<file path="config.mk">
export PLATFORM = sky130hd
export DESIGN_NAME = mips_hazard_stall_ctrl
export DESIGN_NICKNAME = d
export VERILOG_FILES = /design/src/rtl/mips_hazard_stall_ctrl.sv
export SDC_FILE = /design/constraint.sdc
export NUM_CORES = 1
export LEC_CHECK = 0
export CAP_MARGIN = 20
export CORE_AREA = 3 3 40 42
export DETAILED_ROUTE_END_ITERATION = 8
export DIE_AREA = 0 0 43 45
export MAX_ROUTING_LAYER = met4
export REMOVE_ABC_BUFFERS = 1
export SLEW_MARGIN = 30
export SYNTH_ARGS = -nofsm -noshare
export SYNTH_HDL_FRONTEND = slang
export SYNTH_SLANG_ARGS = --single-unit
</file>
<file path="constraint.sdc">
create_clock -name clk -period 1.5 [get_ports clk]
set_clock_uncertainty 0.15 [all_clocks]
set_input_delay 0.3 -clock clk [delete_from_list [all_inputs] [get_ports clk]]
set_output_delay 0.3 -clock clk [all_outputs]
set_load 0.01 [all_outputs]
</file>
<file path="src/rtl/mips_hazard_stall_ctrl.sv">
// mips_hazard_stall_ctrl
// ----------------------
// Pipeline front-end stall/flush controller for a 5-stage MIPS core.
// It combines load-use stalls, taken-branch redirects and multi-cycle
// multiply/divide freezes into PC / IF-ID / ID-EX control signals.
// All control outputs are combinational from the current state, the counter
// and the current inputs, so a stall takes effect in the cycle it is requested.
//
// Parameters
//   MUL_CYCLES  front-end freeze length for a multiply (1..64)
//   DIV_CYCLES  front-end freeze length for a divide   (1..64)
//
// Ports
//   clk          rising-edge clock
//   rst_n        asynchronous active-low reset
//   stallLwRead  load-use stall request (same cycle)
//   mdStart      ID holds a mul/div issue request
//   mdOp         0 = multiply, 1 = divide (sampled with mdStart)
//   branchTaken  EX resolved a taken branch/jump this cycle
//   pcWrite      PC load enable
//   ifIdWrite    IF/ID load enable
//   ifIdFlush    clear IF/ID to NOP
//   idExBubble   load NOP into ID/EX
//   mdBusy       high while the mul/div freeze is running
//   mdDone       one-cycle pulse in the final freeze cycle
//   stallCount   (only with MIPS_HAZARD_STALL_STATS_EN) saturating count of
//                cycles with pcWrite=0, cleared by reset
//   dbg_state    current FSM state (0 = RUN, 1 = MD_WAIT)
//
// Handshake: there is no valid/ready pair here. Requests are level inputs
// evaluated every cycle; the controller answers in the same cycle through
// the enable/flush/bubble outputs. A requester whose ID instruction is held
// (pcWrite=0, ifIdWrite=0) simply keeps its request asserted.
//
// Optional feature macro: MIPS_HAZARD_STALL_STATS_EN adds the stallCount port.

module mips_hazard_stall_ctrl #(
  parameter int MUL_CYCLES = 4,
  parameter int DIV_CYCLES = 32
) (
  input  logic        clk,
  input  logic        rst_n,
  input  logic        stallLwRead,
  input  logic        mdStart,
  input  logic        mdOp,
  input  logic        branchTaken,
  output logic        pcWrite,
  output logic        ifIdWrite,
  output logic        ifIdFlush,
  output logic        idExBubble,
  output logic        mdBusy,
  output logic        mdDone,
`ifdef MIPS_HAZARD_STALL_STATS_EN
  output logic [31:0] stallCount,
`endif
  output logic        dbg_state
);

  typedef enum logic {
    RUN     = 1'b0,
    MD_WAIT = 1'b1
  } state_t;

  // The freeze starts in the cycle after issue and ends when cnt reaches 0,
  // so loading N-1 yields exactly N frozen cycles.
  localparam logic [5:0] MUL_LOAD = 6'(MUL_CYCLES - 1);
  localparam logic [5:0] DIV_LOAD = 6'(DIV_CYCLES - 1);

  state_t     state, state_next;
  logic [5:0] cnt, cnt_next;

  always_ff @(posedge clk or negedge rst_n) begin
    if (!rst_n) begin
      state <= RUN;
      cnt   <= 6'd0;
    end else begin
      state <= state_next;
      cnt   <= cnt_next;
    end
  end

  always_comb begin
    state_next = state;
    cnt_next   = cnt;
    pcWrite    = 1'b1;
    ifIdWrite  = 1'b1;
    ifIdFlush  = 1'b0;
    idExBubble = 1'b0;
    mdBusy     = 1'b0;
    mdDone     = 1'b0;

    case (state)
      RUN: begin
        if (branchTaken) begin
          // Redirect squashes whatever is in IF and ID, so competing
          // requests from the wrong-path instruction are dropped.
          ifIdFlush  = 1'b1;
          idExBubble = 1'b1;
        end else if (stallLwRead) begin
          // Hold ID; a pending mul/div is re-presented next cycle.
          pcWrite    = 1'b0;
          ifIdWrite  = 1'b0;
          idExBubble = 1'b1;
        end else if (mdStart) begin
          // The mul/div itself advances to EX this cycle; freeze after.
          state_next = MD_WAIT;
          cnt_next   = mdOp ? DIV_LOAD : MUL_LOAD;
        end
      end

      MD_WAIT: begin
        pcWrite    = 1'b0;
        ifIdWrite  = 1'b0;
        idExBubble = 1'b1;
        mdBusy     = 1'b1;
        if (cnt == 6'd0) begin
          mdDone     = 1'b1;
          state_next = RUN;
        end else begin
          cnt_next = cnt - 6'd1;
        end
        // A redirect from an older instruction still in EX must win over
        // the freeze; counting continues unaffected.
        if (branchTaken) begin
          pcWrite   = 1'b1;
          ifIdFlush = 1'b1;
        end
      end

      default: begin
        state_next = RUN;
        cnt_next   = 6'd0;
      end
    endcase

    // Outputs take their idle values while reset is held, whatever the inputs.
    if (!rst_n) begin
      pcWrite    = 1'b1;
      ifIdWrite  = 1'b1;
      ifIdFlush  = 1'b0;
      idExBubble = 1'b0;
      mdBusy     = 1'b0;
      mdDone     = 1'b0;
    end
  end

  assign dbg_state = state;

`ifdef MIPS_HAZARD_STALL_STATS_EN
  logic [31:0] stall_count;

  always_ff @(posedge clk or negedge rst_n) begin
    if (!rst_n) begin
      stall_count <= 32'd0;
    end else if (!pcWrite && (stall_count != 32'hFFFF_FFFF)) begin
      stall_count <= stall_count + 32'd1;
    end
  end

  assign stallCount = stall_count;
`endif

endmodule

</file>
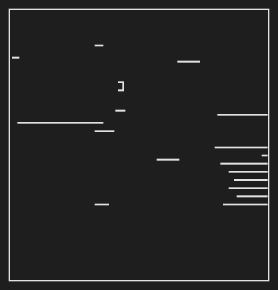
(images/m3.png)
Drawn at 6 px/µm.
The longest straight run is 14.0 µm. 14 nets have wire on it. The layer holds 5.6% of the routed length.

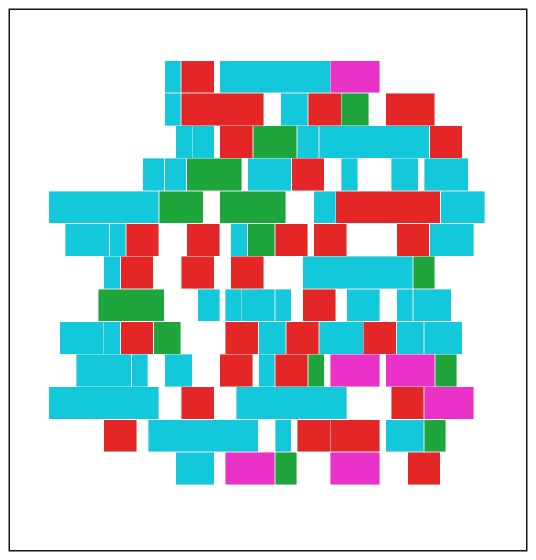
(images/sizing.png)
Drawn at 12 px/µm.
x2: in green, cells 13, share 14%, most used buf_2. x1 and smaller: in cyan, cells 46, share 49%, most used dfrtp_1. x6 and larger: in magenta, cells 6, share 6.4%, most used buf_6. x3 and x4: in red, cells 29, share 31%, most used buf_4.

==> flow_summary.toml <==
# synthesis and place-and-route metrics
[clock_tree]
clock_sinks = 7
cts_buffer_depth = 2
clk_pin_slew_ns = 0.06
cts_max_level = 1
numCtsBuffers = 3
clkLatencyLatePin_ns = 0.26

[layout]
diodes = 0
utilization = 0.6738
drive_gt1_frac = 0.5106

[final_timing]
post-route-worst-setup-slack_ns = -0.1840
finalCriticalPeriod_ns = 1.684
worst_slew_pin_slew_ns = 0.2748
finalHoldViolCount = 0
setup_violations = 11
post-route-period-util = 1.123
rsz0062_at_grt = "yes"

[worst_hold_path]
whs_path_depth = 2
hp-class = "reg2reg"

[logic_synthesis]
yosys_area_um2 = 466.7
ys_cells = 53
ys_seq_share = 0.3753
syn_inst = 53

[critical_path]
cp_top_family = "flip-flops"
r2r_start = "dbg_state"
slowest_stage = "dfrtp_1"
regToRegEndpoint = "cnt[3]"
critPathCaptureType = "primary output"
crit_path_max_incr_delay_ns = 0.42
r2r_setup_slack_ns = -0.11
reg2reg_depth = 5
crit_path_cell_trace = "o211ai_1 > and2_1 > buf_2"
cp_max_fo = 4

[global_route]
grt_pass1_wl_um = 2049
grt_max_degree = 7

[floorplanning]
rows = 13

[placed_design]
hpwl_um = 901.7
numPortBuffers = 12
finalWeightedCongestion = 0.8651

[outcome]
status = "finished, violations left"
violations = "negative setup slack"

[drt]
ant_nets = 0
wl_um = 1556
post-route-drc-count = 0
drtIter0Drc = 8

[run]
tool_warnings = 28
maxCapViolCount = 0

[power_and_ir_drop]
p_leak_nw = 0.4300
ir_drop_uv = 1097
-- worst max-delay path by stage --
stage / slack [ns] / cells after the start / endpoint / startpoint
2_1_floorplan: -0.1 / 3 / cnt[3] / dbg_state
3_3_place_gp: -0.59 / 4 / ifIdWrite / rst_n
3_5_place_dp: -0.59 / 4 / mdDone / rst_n
4_1_cts: -0.18 / 4 / mdDone / cnt[4]
5_1_grt: -0.28 / 4 / mdDone / cnt[2]
6_report: -0.18 / 3 / ifIdWrite / dbg_state
-- per-layer routing --
layer	part of all wire	GRT usage
met1	0.40	0.1593
met2	0.51	0.2605
met3	0.055	0.02789
met4	0.034	0.1084
met5	0	-
-- power by group --
part	internal [W]	switching, W
Clock	0.000102	0.0000828
Sequential	0.000285	0.0000693
Combinational	0.000628	0.000516
-- metrics by stage --
stage | total power [W] | instance area, µm²
global placement | 0.001175 | 729.5
CTS | 0.001455 | 777.0
finish | 0.001684 | 865.8
global route | 0.001794 | 865.8
detailed placement | 0.001182 | 729.5
floorplan | 0.0007610 | 455.4
-- cell type report --
type	count	area (µm²)
clock buffers	4	26.28
flip-flops and latches	7	175.2
fillers	105	419.2
multi-input cells	40	316.6
inverters	5	18.77
well taps	15	18.77
repair buffers	38	310.3
-- state kept, by name, indices dropped and copies added, names as in the netlist --
name / flops
cnt: 6
dbg_state: 1
-- cell families after synthesis --
family,Yosys count,share of synthesized area
AND-OR/OR-AND,7,0.1126
adder cells (fa/ha/maj),2,0.05361
flip-flops,7,0.3753
multiplexers,2,0.04290
XOR/XNOR,1,0.01877
AND/OR/NAND/NOR,28,0.3325
buffers and inverters,6,0.06435
-- synthesized netlist by cell type (all sizes together) --
library cell | number | area (µm²)
nand3 | 4 | 20.02
o21ai | 2 | 10.01
dfrtp | 7 | 175.2
nand3b | 1 | 7.510
a221o | 1 | 10.01
nand2b | 2 | 12.51
o31ai | 1 | 7.510
inv | 5 | 18.77
xor2 | 1 | 8.760
ha | 2 | 25.02
mux2i | 2 | 20.02
o211ai | 1 | 7.510
o31a | 1 | 8.760
nor3 | 2 | 10.01
and2 | 2 | 12.51
nor2 | 7 | 28.78
nor3b | 1 | 7.510
nand2 | 7 | 26.28
o221ai | 1 | 8.760
buf | 1 | 11.26
nor2b | 1 | 6.260
nor4b | 1 | 23.77
-- layout by cell type (no fill, tap or decap), types with 2 or more instances in the layout --
| master | n |
|---|---|
| and2_1 | 2 |
| buf_2 | 3 |
| buf_4 | 22 |
| buf_6 | 6 |
| clkbuf_4 | 3 |
| clkdlybuf4s50_1 | 2 |
| dfrtp_1 | 7 |
| dlygate4sd2_1 | 2 |
| inv_1 | 4 |
| mux2i_1 | 2 |
| nand2_1 | 4 |
| nand2_4 | 2 |
| nand2b_1 | 2 |
| nand3_1 | 4 |
| nor2_1 | 5 |
| nor2_2 | 2 |
| nor3_2 | 2 |
-- what timing repair did --
| action | CTS | global route |
|---|---|---|
| setup buffers | 6 | 4 |
| hold endpoints to repair | 0 | 7 |
| resized | 35 | 17 |
| pin swaps | 9 | 8 |
| endpoints found under the setup margin | 14 | 12 |
| hold buffers | 0 | 1 |
No activity file was given, so power comes from the tool's default toggle rates.
